File: src/rtl/seq_det_fsm.sv
// Moore detector for serial pattern 10011001 (MSB first); overlapping matches pulse seq_detected.
// Optional macro SEQ_DET_CNT_EN adds a saturating 8-bit detect_count output.
module seq_det_fsm (
  input  logic       clk,
  input  logic       rst,
  input  logic       ser_data,
`ifdef SEQ_DET_CNT_EN
  output logic [7:0] detect_count,
`endif
  output logic       seq_detected
);

  typedef enum logic [3:0] {
    S0 = 4'd0,
    S1 = 4'd1,
    S2 = 4'd2,
    S3 = 4'd3,
    S4 = 4'd4,
    S5 = 4'd5,
    S6 = 4'd6,
    S7 = 4'd7,
    S8 = 4'd8
  } state_t;

  state_t state;
  state_t next_state;

  always_ff @(posedge clk or posedge rst) begin
    if (rst) begin
      state <= S0;
    end else begin
      state <= next_state;
    end
  end

  // Fallback states are the longest pattern prefix that is a suffix of the bits seen so far.
  always_comb begin
    next_state = S0;
    case (state)
      S0: next_state = ser_data ? S1 : S0;
      S1: next_state = ser_data ? S1 : S2;
      S2: next_state = ser_data ? S1 : S3;
      S3: next_state = ser_data ? S4 : S0;
      S4: next_state = ser_data ? S5 : S2;
      S5: next_state = ser_data ? S1 : S6;
      S6: next_state = ser_data ? S1 : S7;
      S7: next_state = ser_data ? S8 : S0;
      S8: next_state = ser_data ? S5 : S2;
      default: next_state = S0;
    endcase
  end

  assign seq_detected = (state == S8);

`ifdef SEQ_DET_CNT_EN
  // S8 has no self-loop, so every edge with next_state == S8 is an entry.
  always_ff @(posedge clk or posedge rst) begin
    if (rst) begin
      detect_count <= 8'd0;
    end else if ((next_state == S8) && (detect_count != 8'hFF)) begin
      detect_count <= detect_count + 8'd1;
    end
  end
`endif

endmodule

File: config.mk
export PLATFORM = sky130hd
export DESIGN_NAME = seq_det_fsm
export DESIGN_NICKNAME = d
export VERILOG_FILES = /design/src/rtl/seq_det_fsm.sv
export SDC_FILE = /design/constraint.sdc
export NUM_CORES = 1
export LEC_CHECK = 0
export CAP_MARGIN = 10
export CORE_AREA = 2 2 39 41
export CTS_BUF_LIST = sky130_fd_sc_hd__clkbuf_4 sky130_fd_sc_hd__clkbuf_8 sky130_fd_sc_hd__clkbuf_16
export DETAILED_ROUTE_END_ITERATION = 10
export DIE_AREA = 0 0 41 43
export PLACE_DENSITY = 0.45
export SLEW_MARGIN = 0
export SYNTH_ARGS = -nofsm -noshare
export SYNTH_HDL_FRONTEND = slang
export SYNTH_SLANG_ARGS = --single-unit
File: constraint.sdc
create_clock -name clk -period 2.31 [get_ports clk]
set_clock_uncertainty 0.15 [all_clocks]
set_input_delay 0.231 -clock clk [delete_from_list [all_inputs] [get_ports clk]]
set_output_delay 0.231 -clock clk [all_outputs]
set_load 0.05 [all_outputs]
run_1/wire_density.png
(8 px per micron) The die is cut into 8 by 9 equal tiles; black is low, pale yellow is high, scaled to the fullest tile. Values are wire area over tile area, all layers added.
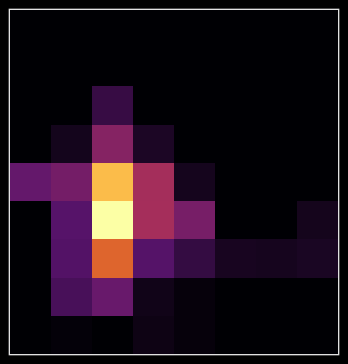
The fullest tile reaches 0.47. The emptiest ninth of the die: top right. The mean over all tiles is 0.044.
DR WL/cell: 10.6 microns
total track usage: 7.77%
DR vias: 204

run_1/drive_strength.png
(12 px per micron)
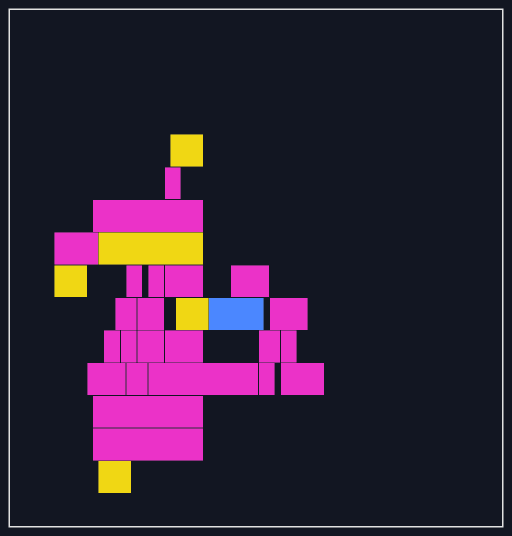
Key: blue = drive 2 [cells 1, share 3.4%, most used o31ai_2]; magenta = drive 1 or less [cells 23, share 79%, most used nor2_1]; yellow = drive 3 to 4 [cells 5, share 17%, most used clkbuf_4]
P&R area growth vs syn: 24.0%
finished layout cell area: 304 sq um
PnR worst setup slack: 616 ps

run_1/density.png
(8 px per micron) The die is cut into 8 by 9 equal tiles; black is low, pale yellow is high, 0 to 100% covered.
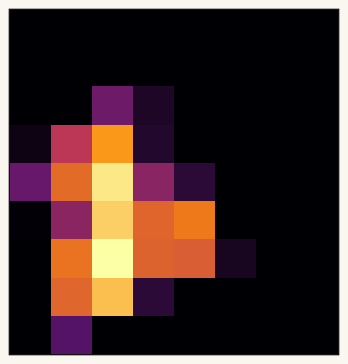
67% of the tiles are nearly empty. 6.9% of the tiles are over 75% full. The densest ninth of the die: left middle. The fullest tile reaches 100%.
final core utilization: 22.0%
CORE AREA: 1380 sq um
Init Core Util: 17.7%

==> ci_impl_report.md, run 1 <==
## Implementation flow summary

| Metric | Value |
|---|---|
| Status | complete, no violations |
| Syn_nets | 27 |
| Critical path depth in cells | 2 |
| CTS clk-pin slew, worst paths | 40 ps |
| Switching Fraction | a little under two fifths |
| Largest net degree at the start of global routing | 9 |
| Reg-to-Reg End | state[2] |
| Clk. pwr | approximately 90 uW |
| Max-cap violations | 0 |
| Top sig layer | met4 |
| Slowest CP cell | dfrtp_1 |
| DP HPWL | around 330 microns |
| Cells after DPL | 42 |
| Tcrit/Tclk final | 73.3% |
| Crit path cell chain | nor4b_4, buf_4 |
| Synth Warn # | 0 |
| Library cells used by synthesis | 16 |
| GP Congestion | 0.638 |
| Most frequent logic cell in the layout | nor2_1 |
| # fillers | 146 |
| Area leader, netlist | dfrtp_1 |
| Adders+Majority by Area | 0% |
| Post_cts resized | 0 |
| # IOs | 4 |
| Signal inverters | 2 |
| FF+latch count | 4 |
| Largest register by flop count | state |
| Grt total ovfl | 0 |
| Fin. max-slew vios | 0 |
| Main power group | registers |
| Top-area cell share | a little over 40% |
| Cell family with most CP delay | flip-flops |
| Reg2Reg Depth | 3 |
| Comb. pwr | 72.0 uW |
| DRT Pass-1 Iters | 1 |
| Number of logic gates | 17 |
| Worst-path maximum fanout | 8 |
| Die W | 41 microns |
| Logic area | 126 sq um |
| Non-clk buf share | 9.05% |
| Most instantiated logic cells after routing | nor2_1, dfrtp_1, clkbuf_4 |
| Max reg flops | 4 |
| Antenna cells | 0 |
| Synth Area in Simple Gates | 30.1% |
| Clock network fraction of total power | 30.1% |
| M1 WL | a little over 200 microns |
| # Cells Yosys | 24 |
| Met2 GRT Util | 9.06% |
| Met3 usage | 3.14% |
| Mean Syn Cell Area | about 10 sq um |
| Die footprint | 1760 sq um |
| Met1 Usage GRT | 7.84% |
| Routed vias/inst | 4.53 |
| Comb power frac | 24.3% |
| Worst VDD drop | 0.000332 V |
| Comb/total area | 41.6% |
| Min Tclk post-route | around 1700 ps |
| Well Taps | 16 |
| Int Power | 185 uW |
| Setup TNS | 0 ps |
| Worst setup path class | reg -> out |
| Crit path largest cell delay | 470 ps |
| Clock network area share | about 7.4% |
| CP Buf/Inv Count | 1 |
| Seq/total area | between 30% and 40% |
| Post-place setup slack | 874 ps |
| Hold Crit Class | in -> async |
| CTS tree | done |
| Top flop regs | state (4) |
| Top cells by area | dfrtp_1, nor4b_4, nor2_1 |
| Syn Std Cell Area | 245 sq um |
| Reg2reg start | state[0] |
| Main flop type after synthesis | dfrtp_1 |
| Vias in the first global route | ~190 |
| PD cells | between 900 and 1000 nW/um^2 |
| Async SR Flop Fraction | 100% |
| Largest family of logic cells by area | simple AND/OR/NAND/NOR gates |
run_1/final_clocks.png
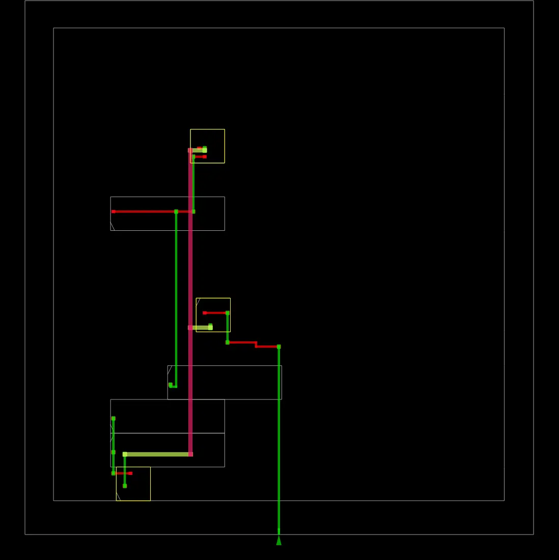

==> run 2, diff against run 1 <==
==> constraint.sdc (replaced) <==
create_clock -name clk -period 1.6 [get_ports clk]
set_clock_uncertainty 0.15 [all_clocks]
set_input_delay 0.16 -clock clk [delete_from_list [all_inputs] [get_ports clk]]
set_output_delay 0.16 -clock clk [all_outputs]
set_load 0.05 [all_outputs]
run_2/final_clocks.png
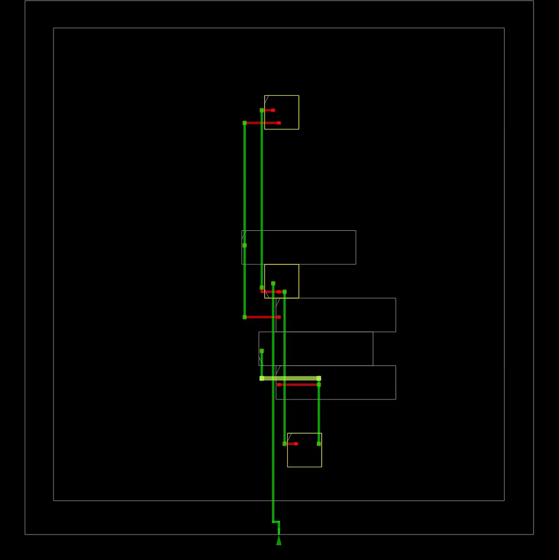
Latency at later pin: 230 ps
FF+latch count: 4
clock sink count: 4
Clock buffer cells: 3

==> run 2 against run 1 <==
  * Wire length is 10% higher
  * Total power grew 48%
  * Register-to-register slack got worse by 870 ps
  * Flip-flop count is the same
  * Setup slack got worse by 560 ps
  * Cell area is 13% higher
  * First-iteration DRC count rose by 16
  * Synthesized area stayed put
  * Clock power is 41% higher
  * Combinational power grew 54%
  * Critical path depth stayed put
  * Highest routed layer is now met3
==> ci_impl_report.md, run 2 <==
## Implementation flow summary

| Metric | Value |
|---|---|
| PD cells | 1280 nW/um^2 |
| CORE AREA | 1380 sq um |
| Synth Area in Simple Gates | 30.1% |
| Crit start category | flip-flop |
| Clk. pwr | between 100 and 150 uW |
| Library cells used by synthesis | 16 |
| PnR worst setup slack | 53.6 ps |
| Cell family with most CP delay | flip-flops |
| Largest family of logic cells by area | simple AND/OR/NAND/NOR gates |
| Max-cap violations | 0 |
| Antenna cells | 0 |
| Final core utilization | 24.9% |
| Main flop type after synthesis | dfrtp_1 |
| Vias in the first global route | 213 |
| Top sig layer | met3 |
| Init Core Util | 17.7% |
| Crit path largest cell delay | 460 ps |
| Reg2reg start | state[0] |
| Reg-to-Reg End | state[2] |
| Max reg flops | 4 |
| Synth Warn # | 0 |
| Signal inverters | 2 |
| # Cells Yosys | 24 |
| CTS tree | done |
| Met1 Usage GRT | 9.74% |
| Comb/total area | 36.7% |
| Worst VDD drop | 0.000419 V |
| Non-clk buf share | a little under a fifth |
| Slowest CP cell | dfrtp_2 |
| Post-place setup slack | 203 ps |
| Well Taps | 16 |
| Largest net degree at the start of global routing | 9 |
| Int Power | around 270 uW |
| Syn Std Cell Area | 245 sq um |
| Non-Filler Instances | 48 |
| Adders+Majority by Area | 0% |
| Main power group | registers |
| Top flop regs | state (4) |
| Fin. max-slew vios | 0 |
| Clock network area share | 6.55% |
| Top cells by area | dfrtp_1, nor4b_4, nor2_1 |
| Die footprint | 1760 sq um |
| Most instantiated logic cells after routing | nor2_1, clkbuf_4 |
| Comb. pwr | 111 uW |
| Post_cts resized | 0 |
| Number of port buffers | 3 |
| Clock network fraction of total power | 28.7% |
| Async SR Flop Fraction | 100% |
| Cells after DPL | 42 |
| Seq/total area | 29.8% |
| Worst setup path class | reg -> out |
| CTS clk-pin slew, worst paths | 40 ps |
| Largest register by flop count | state |
| Unrepaired setup endpoints after global routing | false |
| Comb power frac | 25.2% |
| Die W | 41 microns |
| Fin. Hold Viols | 0 |
| Setup crit start | state[0] |
| Switching Fraction | between 30 and 40% |
| Most frequent logic cell in the layout | nor2_1 |
| Min Tclk post-route | 1550 ps |
| Worst-path maximum fanout | 8 |
| Routed vias/inst | 4.29 |
| Total track usage | under 10% |
| Syn_nets | 27 |
| Grt total ovfl | 0 |
| Crit path cell chain | nor4b_4, buf_12 |
| Status | complete, no violations |
| Finished layout cell area | around 340 sq um |
| DR WL/cell | roughly 11 microns |
| Top-area cell share | about two fifths |
| # fillers | between 100 and 150 |
| Critical path depth in cells | 2 |
| Compound Share, Synth | around 18% |
| CTS max path bufs | 2 |
| GP Congestion | 0.732 |
| Hold Crit Class | reg -> reg |
| Final Setup Violations | 0 |
| Number of logic gates | 17 |
| Tcrit/Tclk final | 96.6% |
| Mean Syn Cell Area | 10.2 sq um |
| Setup TNS | 0 ps |
| DRT Pass-1 Iters | 4 |
| P&R area growth vs syn | 40.3% |
| Met2 GRT Util | 9.38% |
| CP Buf/Inv Count | 1 |
| # IOs | 4 |
run_2/met3.png
(12 px per micron)
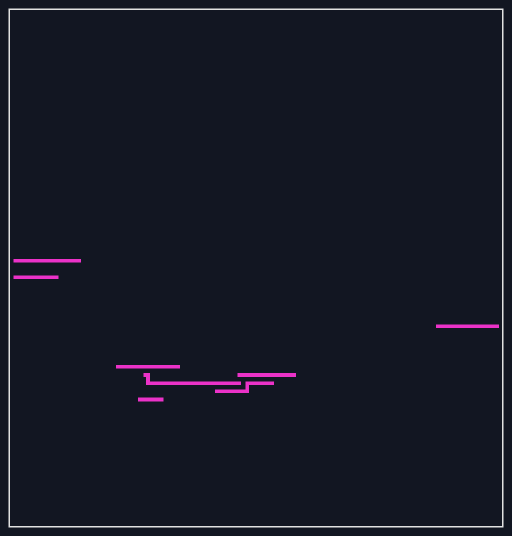
The wires run mostly horizontal. The layer carries 39.0 microns of wire. The longest straight run is 7.60 microns.
WL final: 527 microns
met3 usage: 1.57%
DR vias: 206

run_2/wire_density.png
(8 px per micron) The die is cut into 8 by 9 equal tiles; black is low, pale yellow is high, scaled to the fullest tile. Values are wire area over tile area, all layers added.
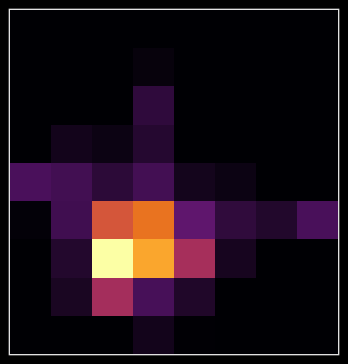

==> run 3, diff against run 2 <==
--- a/config.mk
+++ b/config.mk
@@ -10,7 +10,7 @@
 export CTS_BUF_LIST = sky130_fd_sc_hd__clkbuf_4 sky130_fd_sc_hd__clkbuf_8 sky130_fd_sc_hd__clkbuf_16
 export DETAILED_ROUTE_END_ITERATION = 10
 export DIE_AREA = 0 0 41 43
-export PLACE_DENSITY = 0.45
+export PLACE_DENSITY_LB_ADDON = 0.2
 export SLEW_MARGIN = 0
 export SYNTH_ARGS = -nofsm -noshare
 export SYNTH_HDL_FRONTEND = slang
run_3/wire_density.png
(8 px per micron) The die is cut into 8 by 9 equal tiles; black is low, pale yellow is high, scaled to the fullest tile. Values are wire area over tile area, all layers added.
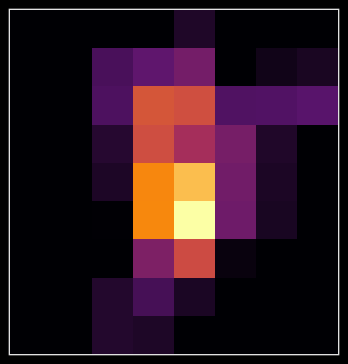
11% of the tiles are over half the peak. The densest ninth of the die: middle. 53% of the tiles are nearly empty. The mean over all tiles is 0.044. The fullest tile reaches 0.31.
DR vias: 210
total track usage: 8.26%
DR WL/cell: 10.2 microns
WL final: 500 microns

==> run 3 against run 2 <==
  * Count of clock-buffer cells in the layout stayed put
  * Sequential power shrank 3%
  * Clock power about the same
  * Hold slack lost 8.4 ps
  * Final cell count rose by 2.1%
  * Global-route usage rose by 0.40 points
  * Total power increased by 4.9%
  * Non-clock buffer count up 1
  * Critical path type unchanged
==> ci_impl_report.md, run 3 <==
## Implementation flow summary

| Metric | Value |
|---|---|
| Routed vias/inst | about 4.3 |
| CORE AREA | 1380 sq um |
| DP HPWL | approximately 340 microns |
| Worst VDD drop | 0.000330 V |
| Post_cts resized | 1 |
| Crit path capture type | output port |
| Init Core Util | between 10% and 20% |
| Max reg flops | 4 |
| Met3 usage | 7.85% |
| Main power group | registers |
| Finished layout cell area | 353 sq um |
| PD cells | roughly 1300 nW/um^2 |
| Post-place setup slack | around 230 ps |
| Final core utilization | about a quarter |
| Most instantiated logic cells after routing | nor2_1, clkbuf_4, buf_4, dfrtp_2 |
| Fin. max-slew vios | 0 |
| Syn Std Cell Area | 245 sq um |
| DP Area | ~300 sq um |
| Compound Share, Synth | 17.9% |
| CTS clk-pin slew, worst paths | around 40 ps |
| GP Congestion | ~0.7 |
| Antenna cells | 0 |
| CTS max path bufs | 2 |
| Clock sink count | 4 |
| Top-area cell share | 40.8% |
| P&R area growth vs syn | 43.9% |
| Well Taps | 16 |
| Setup TNS | 0 ps |
| Number of port buffers | 3 |
| Number of logic gates | 17 |
| Layout Nets | 38 |
| PnR worst setup slack | between 70 and 80 ps |
| Reg2reg start | state[1] |
| Met1 Usage GRT | 7.47% |
| MUX area fraction | 0% |
| Setup crit start | state[1] |
| Crit path cell chain | nor4b_4, buf_12 |
| Non-clk buf share | 20.6% |
| # Cells Yosys | 24 |
| Switching Fraction | a little over a third |
| Final Setup Violations | 0 |
| Library cells used by synthesis | 16 |
| Logic area | 126 sq um |
| Signal inverters | 2 |
| Worst-Margin Slew | 296 ps |
| Fin. Hold Viols | 0 |
| Grt total ovfl | 0 |
| Synth Area in Simple Gates | around 30% |
| Top cells by area | dfrtp_1, nor4b_4, nor2_1 |
| Largest register by flop count | state |
| Cells after DPL | 42 |
| Clock buffer cells | 3 |
| Synth Warn # | 0 |
| 1st-iter DRT viols | 6 |
| Unrepaired setup endpoints after global routing | false |
| Tcrit/Tclk final | 95.1% |
| Top-count cell post-synth | nor2_1 |
| Int Power | 299 uW |
| Max-cap violations | 0 |
| M1 WL | about 210 microns |
| CP Buf/Inv Count | 1 |
| Area leader, netlist | dfrtp_1 |
| Clock network area share | 6.38% |
| Slowest CP cell | dfrtp_2 |
| Async SR Flop Fraction | 100% |
| # fillers | 149 |
| Adders+Majority by Area | 0% |
| Vias in the first global route | ~220 |
| Seq/total area | 29.4% |
| Reg-to-Reg End | state[2] |
| DRT Pass-1 Iters | 2 |
| Non-Filler Instances | 49 |
| Psw | 163 uW |
| Met2 GRT Util | 10.9% |
| Largest net degree at the start of global routing | 9 |
| Worst-path maximum fanout | 4 |
| Die footprint | about 1800 sq um |
| Min Tclk post-route | 1520 ps |
| Comb. pwr | 141 uW |
| Worst setup path class | reg -> out |
| Cell type taking the most area | combinational gates |
| Crit start category | flip-flop |
| Mean Syn Cell Area | 10.2 sq um |
| Top flop regs | state (4) |
| Hold Crit Class | reg -> reg |
| Reg2Reg Depth | 4 |
| Seq group | 196 uW |
| Critical path depth in cells | 2 |
| Largest family of logic cells by area | simple AND/OR/NAND/NOR gates |
| FF+latch count | 4 |
| DR WL met2 | between 200 and 300 microns |
| Crit path largest cell delay | 430 ps |
| Drt drc | 0 |
| Top sig layer | met3 |
| Comb power frac | 30.5% |
| Die W | around 41 microns |
| Main flop type after synthesis | dfrtp_1 |
| CTS tree | done |
| Comb/total area | a little over a third |
| Cell family with most CP delay | flip-flops |
| Reg area | 104 sq um |
| # IOs | 4 |
| CTS HTree Levels | 1 |
| Syn_nets | 27 |
| Status | complete, no violations |
| Most frequent logic cell in the layout | nor2_1 |
run_3/clock_map.png
(8 px per micron)
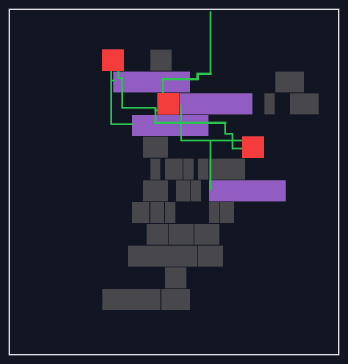
Key: red = cells driving clock nets [count 3]; purple = flip-flops [count 4]; green = clock wires [length 78.7 microns]
There are 4 routed clock nets.
Clk. pwr: 125 uW
clock network fraction of total power: 27.1%
Latency at later pin: 240 ps

Power figures rest on the tool's default switching activity, not on a simulated workload.
